**Run 1: wiring by layer**

Scale: 1 px per um. Only two layers are drawn.
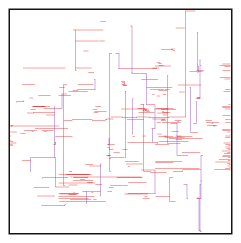
**Run 1: clock wiring as the flow saved it**

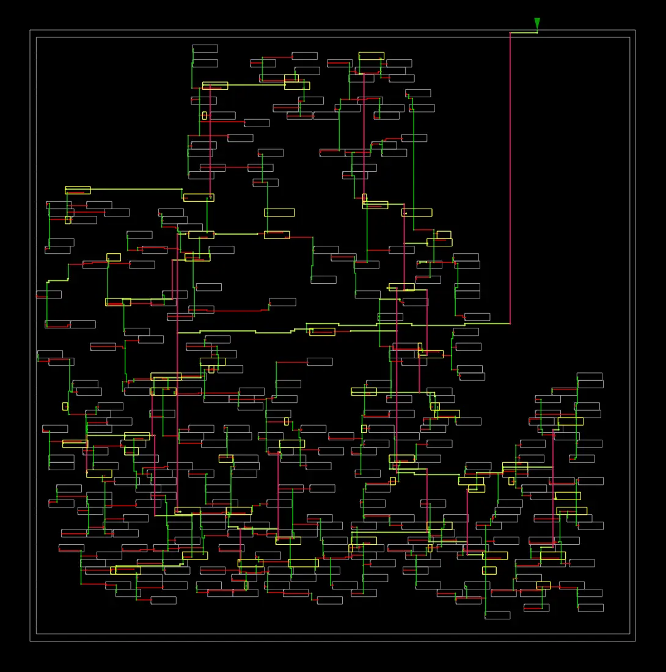
**Run 1: ports around the boundary**

Scale: 1.5 px per um. Pins as bars across the die edge, other pins in gray.
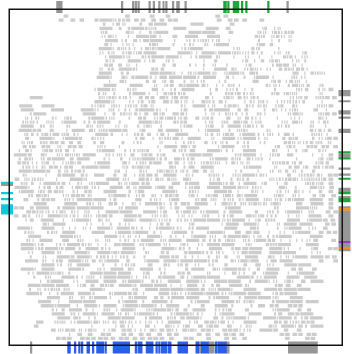
`src/rtl/receiver.sv`:
```
// GMII receive path: frames are checked for FCS and length, then stored as a
// 7-word header (len, timestamp, received FCS) plus big-endian 16-bit payload.
module receiver #(
    parameter logic [15:0] MIN_LEN = 16'd60,
    parameter logic [15:0] MAX_LEN = 16'd1514
) (
    input  logic        gmii_rx_clk,
    input  logic        sys_rst_n,
    input  logic [63:0] global_counter,
    input  logic [7:0]  gmii_rxd,
    input  logic        gmii_rx_dv,
    input  logic        gmii_rx_er,
    output logic [15:0] slot_rx_eth_data,
    output logic [1:0]  slot_rx_eth_byte_en,
    output logic [15:0] slot_rx_eth_addr,
    output logic        slot_rx_eth_en,
    output logic        slot_rx_eth_wr_en,
    input  logic [15:0] mem_rd_ptr,
    output logic [15:0] mem_wr_ptr,
    output logic [15:0] rx_frame_cnt,
    output logic [15:0] rx_drop_cnt
);

    typedef enum logic [2:0] {
        RX_IDLE,
        RX_PREAMBLE,
        RX_DATA,
        RX_HDR_WRITE,
        RX_DROP
    } state_t;

    state_t      state;
    logic [63:0] ts;
    logic [31:0] crc;
    logic [31:0] fcs_shift;
    logic [15:0] byte_cnt;
    logic [15:0] waddr;
    logic [15:0] frame_len;
    logic [15:0] commit_ptr;
    logic [7:0]  held;
    logic [2:0]  hdr_idx;
    logic        burst_seen;

    logic [31:0] crc_upd;
    logic [15:0] stop_addr;
    logic [15:0] hdr_room;
    logic [15:0] cnt_inc;
    logic [15:0] len_calc;
    logic        crc_ok;
    logic        len_ok;
    logic [15:0] hdr_word;

    function automatic logic [31:0] crc_next(input logic [31:0] c, input logic [7:0] d);
        logic [31:0] r;
        r = c ^ {24'd0, d};
        for (int i = 0; i < 8; i++) begin
            r = r[0] ? ((r >> 1) ^ 32'hEDB88320) : (r >> 1);
        end
        return r;
    endfunction

    // The word just below the read pointer is never written, so a full ring
    // (wr+1 == rd) stays distinguishable from an empty one.
    assign stop_addr = mem_rd_ptr - 16'd1;
    assign hdr_room  = stop_addr - mem_wr_ptr;
    assign cnt_inc   = byte_cnt + 16'd1;
    assign len_calc  = byte_cnt - 16'd4;
    assign crc_upd   = crc_next(crc, gmii_rxd);
    // Residue C704DD7B in MSB-first notation reads DEBB20E3 in this LSB-first register.
    assign crc_ok    = (crc == 32'hDEBB20E3);
    assign len_ok    = (byte_cnt >= MIN_LEN + 16'd4) && (byte_cnt <= MAX_LEN + 16'd4);

    always_comb begin
        hdr_word = frame_len;
        case (hdr_idx)
            3'd1:    hdr_word = ts[63:48];
            3'd2:    hdr_word = ts[47:32];
            3'd3:    hdr_word = ts[31:16];
            3'd4:    hdr_word = ts[15:0];
            3'd5:    hdr_word = fcs_shift[31:16];
            3'd6:    hdr_word = fcs_shift[15:0];
            default: hdr_word = frame_len;
        endcase
    end

    always_ff @(posedge gmii_rx_clk or negedge sys_rst_n) begin
        if (!sys_rst_n) begin
            state               <= RX_IDLE;
            ts                  <= '0;
            crc                 <= '0;
            fcs_shift           <= '0;
            byte_cnt            <= '0;
            waddr               <= '0;
            frame_len           <= '0;
            commit_ptr          <= '0;
            held                <= '0;
            hdr_idx             <= '0;
            burst_seen          <= 1'b0;
            slot_rx_eth_data    <= '0;
            slot_rx_eth_byte_en <= '0;
            slot_rx_eth_addr    <= '0;
            slot_rx_eth_en      <= 1'b0;
            slot_rx_eth_wr_en   <= 1'b0;
            mem_wr_ptr          <= '0;
            rx_frame_cnt        <= '0;
            rx_drop_cnt         <= '0;
        end else begin
            slot_rx_eth_en    <= 1'b0;
            slot_rx_eth_wr_en <= 1'b0;
            case (state)
                RX_IDLE: begin
                    if (gmii_rx_dv) begin
                        if (gmii_rxd == 8'h55) begin
                            state <= RX_PREAMBLE;
                        end else begin
                            rx_drop_cnt <= rx_drop_cnt + 16'd1;
                            state       <= RX_DROP;
                        end
                    end
                end
                RX_PREAMBLE: begin
                    if (!gmii_rx_dv) begin
                        state <= RX_DROP;
                    end else if (gmii_rxd == 8'hD5) begin
                        if (hdr_room < 16'd7) begin
                            rx_drop_cnt <= rx_drop_cnt + 16'd1;
                            state       <= RX_DROP;
                        end else begin
                            ts       <= global_counter;
                            crc      <= 32'hFFFFFFFF;
                            waddr    <= mem_wr_ptr + 16'd7;
                            byte_cnt <= '0;
                            state    <= RX_DATA;
                        end
                    end else if (gmii_rxd != 8'h55) begin
                        rx_drop_cnt <= rx_drop_cnt + 16'd1;
                        state       <= RX_DROP;
                    end
                end
                RX_DATA: begin
                    if (gmii_rx_dv) begin
                        crc       <= crc_upd;
                        byte_cnt  <= cnt_inc;
                        fcs_shift <= {fcs_shift[23:0], gmii_rxd};
                        if (gmii_rx_er || (cnt_inc > MAX_LEN + 16'd4)) begin
                            rx_drop_cnt <= rx_drop_cnt + 16'd1;
                            state       <= RX_DROP;
                        end else if (byte_cnt[0]) begin
                            if (waddr == stop_addr) begin
                                rx_drop_cnt <= rx_drop_cnt + 16'd1;
                                state       <= RX_DROP;
                            end else begin
                                slot_rx_eth_data    <= {held, gmii_rxd};
                                slot_rx_eth_byte_en <= 2'b11;
                                slot_rx_eth_addr    <= waddr;
                                slot_rx_eth_en      <= 1'b1;
                                slot_rx_eth_wr_en   <= 1'b1;
                                waddr               <= waddr + 16'd1;
                            end
                        end else begin
                            held <= gmii_rxd;
                        end
                    end else if (crc_ok && len_ok && !(byte_cnt[0] && (waddr == stop_addr))) begin
                        if (byte_cnt[0]) begin
                            slot_rx_eth_data    <= {held, 8'h00};
                            slot_rx_eth_byte_en <= 2'b10;
                            slot_rx_eth_addr    <= waddr;
                            slot_rx_eth_en      <= 1'b1;
                            slot_rx_eth_wr_en   <= 1'b1;
                        end
                        frame_len  <= len_calc;
                        commit_ptr <= mem_wr_ptr + 16'd7 + ((len_calc + 16'd1) >> 1);
                        hdr_idx    <= '0;
                        burst_seen <= 1'b0;
                        state      <= RX_HDR_WRITE;
                    end else begin
                        rx_drop_cnt <= rx_drop_cnt + 16'd1;
                        state       <= RX_IDLE;
                    end
                end
                RX_HDR_WRITE: begin
                    if (gmii_rx_dv) begin
                        burst_seen <= 1'b1;
                    end
                    if (hdr_idx != 3'd7) begin
                        slot_rx_eth_data    <= hdr_word;
                        slot_rx_eth_byte_en <= 2'b11;
                        slot_rx_eth_addr    <= mem_wr_ptr + {13'd0, hdr_idx};
                        slot_rx_eth_en      <= 1'b1;
                        slot_rx_eth_wr_en   <= 1'b1;
                        hdr_idx             <= hdr_idx + 3'd1;
                    end else begin
                        mem_wr_ptr   <= commit_ptr;
                        rx_frame_cnt <= rx_frame_cnt + 16'd1;
                        // A burst that started while the header was being written is discarded.
                        if (burst_seen || gmii_rx_dv) begin
                            rx_drop_cnt <= rx_drop_cnt + 16'd1;
                            state       <= gmii_rx_dv ? RX_DROP : RX_IDLE;
                        end else begin
                            state <= RX_IDLE;
                        end
                    end
                end
                RX_DROP: begin
                    if (!gmii_rx_dv) begin
                        state <= RX_IDLE;
                    end
                end
                default: state <= RX_IDLE;
            endcase
        end
    end

endmodule

```
`config.mk`:
```
export PLATFORM = sky130hd
export DESIGN_NAME = receiver
export DESIGN_NICKNAME = d
export VERILOG_FILES = /design/src/rtl/receiver.sv
export SDC_FILE = /design/constraint.sdc
export NUM_CORES = 1
export LEC_CHECK = 0
export ABC_AREA = 1
export CORE_AREA = 2 2 219 221
export CTS_BUF_LIST = sky130_fd_sc_hd__clkbuf_8 sky130_fd_sc_hd__clkbuf_16
export CTS_CLUSTER_DIAMETER = 200
export DETAILED_ROUTE_END_ITERATION = 10
export DIE_AREA = 0 0 221 223
export MAX_ROUTING_LAYER = met4
export SYNTH_ARGS = -nofsm -noshare
export SYNTH_HDL_FRONTEND = slang
export SYNTH_SLANG_ARGS = --single-unit
```
`constraint.sdc`:
```
create_clock -name gmii_rx_clk -period 4.08 [get_ports gmii_rx_clk]
set_clock_uncertainty 0.2 [all_clocks]
set_input_delay 0.408 -clock gmii_rx_clk [delete_from_list [all_inputs] [get_ports gmii_rx_clk]]
set_output_delay 0.408 -clock gmii_rx_clk [all_outputs]
set_load 0.005 [all_outputs]
```
==> ci_impl_report.md, run 1 <==
## Implementation flow summary

| Metric | Value |
|---|---|
| Gr ovfl total | `0` |
| Cell count after synthesis | `2544` |
| Rel. slew slack | `0.456` |
| Invs w/o clock | `364` |
| Setup ws final | `372 ps` |
| Seq area share | `0.315` |
| Post-Syn Nets | `2689` |
| RePlAce Congestion | `0.953` |
| Largest net degree at the start of global routing | `92` |
| Hold path cells | `3` |
| FF-to-FF Start | `byte_cnt[1]` |
| Multi-input gate share of total cell area | `0.413` |
| Total track usage | `0.249` |
| Drt initial violations | `1365` |
| Fin Setup TNS | `0 ps` |
| Antenna Nets Post-Route | `0` |
| CP dominant cell by count | `nand2_1` |
| Slew of the pin with the lowest slew margin | `814 ps` |
| Initial antenna violation count | `1` |
| Chip Area, Yosys | `18500 um^2` |
| Async S/R FF share, synth | `1.00` |
| DR WL/cell | `17.4 um` |
| Final Hold Fails | `0` |
| Yosys Warn Count | `0` |
| Post-route minimum period | `3710 ps` |
| DRT Pass-1 Iters | `5` |
| Ratio of cells with drive above 1 in the final layout | `0.0928` |
| Rows | `80` |
| Post-route clock period utilization | `0.909` |
| Cell area after layout | `23000 um^2` |
| Area-dominant class | `logic gates` |
| First-pass GRT wire length | `95200 um` |
| Maxcap violations | `0` |
| Met3 Routed Length | `2680 um` |
| Clk root buf | `clkbuf_16` |
| Die Area | `49300 um^2` |
| Detail Route met2 WL | `28500 um` |
| Routed WL | `59900 um` |
| Reg-to-reg slack, setup | `390 ps` |
| Startpoint Class | `input pin` |
| GR Layer Usage met2 | `0.408` |
| Met1 usage | `0.331` |
| Area after DPL | `21600 um^2` |
| Critical Path Max Stage Delay | `460 ps` |
| Avg Cell Area, Syn | `7.27 um^2` |
| Hold path start | `global_counter[48]` |
| Most Crowded Layer GR | `met2` |
| Clock tree buffer depth | `3` |
| DRC | `0` |
| Post-synthesis cell type count | `55` |
| Top Registers | `ts: 64 flops, crc: 32 flops, fcs_shift: 32 flops` |
| Top-area cell type share of the netlist area | `0.392` |
| CTS tree | `built` |
| Clock Network Area Fraction | `0.0549` |
| Outcome | `finished, final reports clean` |
| CP Buf/Inv Count | `8` |
| CTS clock-pin slew for the worst setup and hold paths | `60 ps` |
| Placed cells | `3369` |
| FF-to-FF path depth | `16` |
| Reg area | `7260 um^2` |
| Setup violators final | `0` |
| Die Y | `223 um` |
| Worst path slowest cell | `clkdlybuf4s50_1` |
| Comb_multi_in | `1799` |
| Via count | `17.7k` |
| Most frequent logic cell in the layout | `nand2_1` |
| CORE AREA | `47100 um^2` |
| Crit path max fanout | `37` |
| DP HPWL | `46500 um` |
| Yosys cell count | `2544` |
| Fp util | `0.392` |
| Peak supply drop | `0.000260 V` |
| Synth area leaders | `dfrtp_1 (39%), nand2_1 (15%), inv_1 (7.1%)` |
| Crit end category | `flop` |
| I/O pin count | `176` |
| Synth-to-Final Area Change | `24.5%` |
| Critical Path RT | `4350 ps` |
| Die Wd | `221 um` |
| Vias in the first global route | `17.2k` |
| Vias per Instance | `5.14` |
| Log Warnings | `35` |
| Post-Synthesis Cell Area | `18500 um^2` |
| Crit path DAT | `3980 ps` |
| Seq cells post-synth | `290` |
| Non-clock buffer count | `306` |
| Main synth FF type | `dfrtp_1` |
| # diodes | `0` |
| Number of synthesized flops with an enable pin | `0` |
| DP Worst Slack | `-454 ps` |
| Hold worst-path end | `ts[48]` |
| Power per standard cell area | `323 nW/um^2` |
| H-Tree Depth | `2` |
| Tapcell count | `615` |
| Highest layer used for signal routing | `met4` |
| Wl on met1 | `27400 um` |
## Picture notes: 'wiring by layer'
legend:
  red:
    layer: metal 3
    wire_length: 2680 um
  purple:
    layer: metal 4
    wire_length: 1270 um

## Picture notes: 'clock wiring as the flow saved it'
FFs & Latches: 290
final-layout clock buffer total: 43
Late-Pin Clk Latency: 570 ps
total CTS buffers: 36
total clock sinks: 290

## Picture notes: 'ports around the boundary'
legend:
  green:
    port: `mem_wr_ptr`
    pins: 16
    direction: output
    edge: 10 top, 6 right
  purple:
    port: `slot_rx_eth_wr_en`
    pins: 1
    direction: output
    edge: right
  orange:
    port: `slot_rx_eth_byte_en`
    pins: 2
    direction: output
    edge: right
  blue:
    port: `global_counter`
    pins: 64
    direction: input
    edge: bottom
  cyan:
    port: `gmii_rxd`
    pins: 8
    direction: input
    edge: left
all pins by edge: 95 bottom, 44 right, 28 top, 9 left

==> run 1: power by group <==
part | switching [mW] | leakage [nW] | internal (mW)
logic | 0.615 | 6.87 | 0.430
clock network | 1.34 | 0.649 | 2.02
registers | 0.0871 | 3.76 | 2.95
total | 2.04 | 11.3 | 5.40
==> run 1: timing repair <==
item,CTS,global route
endpoints found under the hold margin,87,0
setup endpoints to repair,0,67
hold buffers,1,0
setup buffers,0,3
gates resized,0,18
==> run 1: Yosys cell counts (2+ instances only) <==
cell and instances:
o21ai_1 21, o211ai_1 9, clkinv_1 3, ha_1 50, nor3_1 33, clkbuf_2 2, a22o_1 8, nand2_1 738
buf_2 29, buf_6 5, a21o_1 2, buf_4 10, nor3b_1 2, nand3_2 3, inv_2 10, a21oi_1 51
a31oi_1 10, nand4_1 61, xor2_1 112, nor2_2 7, nor4_1 8, fa_1 3, inv_1 351, nand3_1 148
a211oi_1 4, or2_2 7, nor2_1 142, xnor2_1 36, a21oi_4 2, o21bai_1 4, a221oi_1 17, nor2_4 3
dfrtp_1 290, o22ai_1 7, nand2_4 4, mux2i_1 2, and2_1 3, nand3b_1 19, clkbuf_1 43, nand2_2 9
o21ai_0 256, nor3_4 2, nor3_2 5, buf_1 2
==> run 1: per-stage QoR <==
stage	power [mW]	hold WS [ps]	utilization
CTS	7.49	183	0.486
global placement	4.10	250	0.459
floorplan	3.66	-87.6	-
global route	7.76	213	0.488
detailed placement	4.12	261	0.459
finish	7.44	203	0.488
==> run 1: kinds of logic after synthesis <==
family	synth area share
simple gates	0.283
buf+inv	0.0985
compound gates	0.118
flops	0.392
xor+xnor	0.0701
fa+ha+maj	0.0371
mux	0.00108
**Run 1: the metal 4 layer**

Scale: 1.5 px per um.
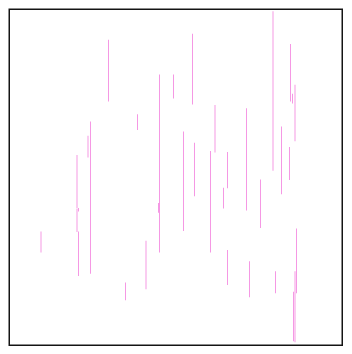

==> inputs of run 2 (changes only) <==
--- a/config.mk
+++ b/config.mk
@@ -11,7 +11,9 @@
 export CTS_CLUSTER_DIAMETER = 200
 export DETAILED_ROUTE_END_ITERATION = 10
 export DIE_AREA = 0 0 221 223
+export HOLD_SLACK_MARGIN = 0.15
 export MAX_ROUTING_LAYER = met4
+export PLACE_DENSITY_LB_ADDON = 0.05
 export SYNTH_ARGS = -nofsm -noshare
 export SYNTH_HDL_FRONTEND = slang
 export SYNTH_SLANG_ARGS = --single-unit
**Run 2: the metal 4 layer**

Scale: 1.5 px per um.
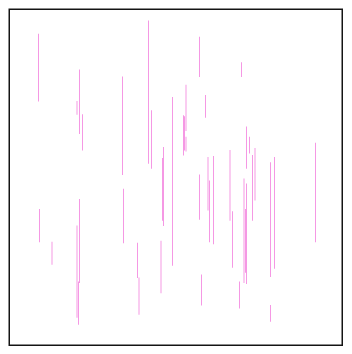
longest straight run: 112 um
nets with wire on the layer: 30
via count: 17.3k
Routed WL: 61500 um

**Run 2: ports around the boundary**

Scale: 1.5 px per um. Pins as bars across the die edge, other pins in gray.
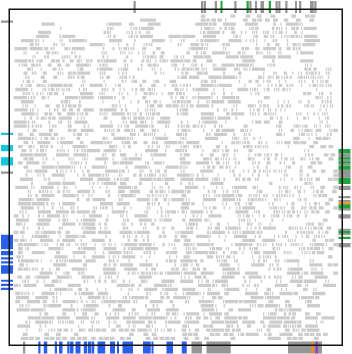
legend:
  purple:
    port: `slot_rx_eth_wr_en`
    pins: 1
    direction: output
    edge: bottom
  orange:
    port: `slot_rx_eth_byte_en`
    pins: 2
    direction: output
    edge: 1 right, 1 bottom
  green:
    port: `mem_wr_ptr`
    pins: 16
    direction: output
    edge: 13 right, 3 top
  blue:
    port: `global_counter`
    pins: 64
    direction: input
    edge: 46 bottom, 18 left
  cyan:
    port: `gmii_rxd`
    pins: 8
    direction: input
    edge: left
all pins by edge: 95 bottom, 33 right, 28 left, 20 top
Die Y: 223 um
IO buf count: 175
Die Wd: 221 um

==> ci_impl_report.md, run 2 <==
## Implementation flow summary

| Metric | Value |
|---|---|
| Avg Cell Area, Syn | `7.27 um^2` |
| Rows | `80` |
| Gr ovfl total | `0` |
| DRC | `0` |
| CP dominant cell by count | `inv_1` |
| Post-route minimum period | `3810 ps` |
| Hold path cells | `3` |
| Async S/R FF share, synth | `1.00` |
| Startpoint Class | `flop` |
| Post-route clock period utilization | `0.935` |
| Largest net degree at the start of global routing | `95` |
| DP HPWL | `47800 um` |
| Ratio of cells with drive above 1 in the final layout | `0.0848` |
| Rel. slew slack | `0.441` |
| Slew of the pin with the lowest slew margin | `839 ps` |
| Clk root buf | `clkbuf_16` |
| XOR Share, Synth | `0.0701` |
| I/O pin count | `176` |
| CTS clock-pin slew for the worst setup and hold paths | `50 ps` |
| Die Area | `49300 um^2` |
| Crit path max fanout | `4` |
| DRT Pass-1 Iters | `5` |
| Setup violators final | `0` |
| Vias per Instance | `5.04` |
| Hold_ws | `195 ps` |
| Critical Path RT | `4310 ps` |
| Hold worst-path end | `ts[3]` |
| Total CTS buffers | `37` |
| Total clock sinks | `290` |
| Post-synthesis cell type count | `55` |
| Clock tree buffer depth | `3` |
| Main synth FF type | `dfrtp_1` |
| Simple-Gate Area Share | `0.283` |
| Crit end category | `flop` |
| Total track usage | `0.257` |
| Vias in the first global route | `17.0k` |
| Seq cells post-synth | `290` |
| Outcome | `finished, final reports clean` |
| Top cells by count | `nand2_1 (738), inv_1 (351), dfrtp_1 (290)` |
| Hold path start | `global_counter[3]` |
| Post-Synthesis Cell Area | `18500 um^2` |
| DR WL/cell | `18.0 um` |
| Synth-to-Final Area Change | `23.3%` |
| Cell count after synthesis | `2544` |
| Drt initial violations | `1025` |
| Mux frac, synth | `0.00108` |
| Post-Syn Nets | `2689` |
| Reg area | `7260 um^2` |
| H-Tree Depth | `2` |
| Yosys Warn Count | `0` |
| Total power | `7.29 mW` |
| Synth area leaders | `dfrtp_1 (39%), nand2_1 (15%), inv_1 (7.1%)` |
| CTS tree | `built` |
| Late-Pin Clk Latency | `560 ps` |
| Power per standard cell area | `319 nW/um^2` |
| # diodes | `0` |
| Adder share | `0.0371` |
| FF-to-FF path depth | `23` |
| Top Registers | `ts: 64 flops, crc: 32 flops, fcs_shift: 32 flops` |
| Number of synthesized flops with an enable pin | `0` |
| Crit path DAT | `4040 ps` |
| Log Warnings | `36` |
| Antenna Nets Post-Route | `0` |
| Placed cells | `3364` |
| Initial antenna violation count | `1` |
| Fp util | `0.392` |
**Run 2: gate families picked out**

Scale: 1.5 px per um.
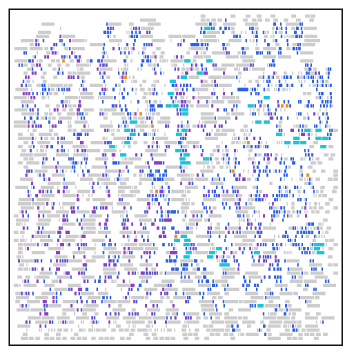
legend:
  blue:
    family: NAND gates
    cells: 984
    where: all over the die
  cyan:
    family: adder and majority cells
    cells: 53
  purple:
    family: inverting AOI/OAI gates
    cells: 386
    where: all over the die
  orange:
    family: AND and OR gates
    cells: 11
most frequent logic cell in the layout: nand2_1
Layout Cells excl Fill: 3423
multi-input gate share of total cell area: 0.414

[run 2: per-stage QoR]
step                TNS [ps]  utilization  area (um^2)  worst slack (ps)
global route           -66.7        0.484        22800             -40.6
floorplan                  0            -        18500               451
CTS                        0        0.484        22800               173
global placement      -31890        0.458        21600              -299
finish                     0        0.484        22800               267
detailed placement    -15480        0.458        21600              -186
[run 2: critical path: cells and delay by family, from the launching register on]
family	cells	cell delay, ps
XOR/XNOR	3	440
flip-flops	1	380
AND/OR/NAND/NOR	10	1290
AND-OR/OR-AND	2	440
adder cells (fa/ha/maj)	2	530
buffers and inverters	6	420
[run 2: metal layers]
layer | wire length, um | GRT usage | vias up
li1 | - | - | 8639
met2 | 29700 | 0.423 | 353
met4 | 1780 | 0.0751 | 0
met5 | 0 | - | -
met1 | 27700 | 0.331 | 8161
met3 | 2340 | 0.0332 | 101
[run 2: cell families after synthesis]
logic type                 count (synthesis)
AOI/OAI and AO/OA                        397
xor gates and xnor gates                 148
adders and majority gates                 53
buffers and inverters                    455
DFF                                      290
muxes                                      2
and+or+nand+nor                         1199
[run 2: final cells by class]
class | instances | area share
clock buffers | 45 | 0.0459
clock inverters | 13 | 0.00576
inverters | 364 | 0.0599
multi-input cells | 1799 | 0.414
flip-flops and latches | 290 | 0.318
well taps | 615 | 0.0337
repair buffers | 297 | 0.123
[run 2: power breakdown]
part	internal (mW)	total, mW	switching (mW)
sequential	2.95	3.03	0.0830
clock	1.93	3.23	1.29
combinational	0.422	1.03	0.605
[run 2: timing repair]
item                                   in CTS  in global routing
resized                                     0                 10
hold buffers                                1                  0
setup endpoints to repair                   0                 26
buffers inserted                            0                  0
endpoints found under the hold margin      84                  0
Power is estimated from default activity; no workload was simulated.
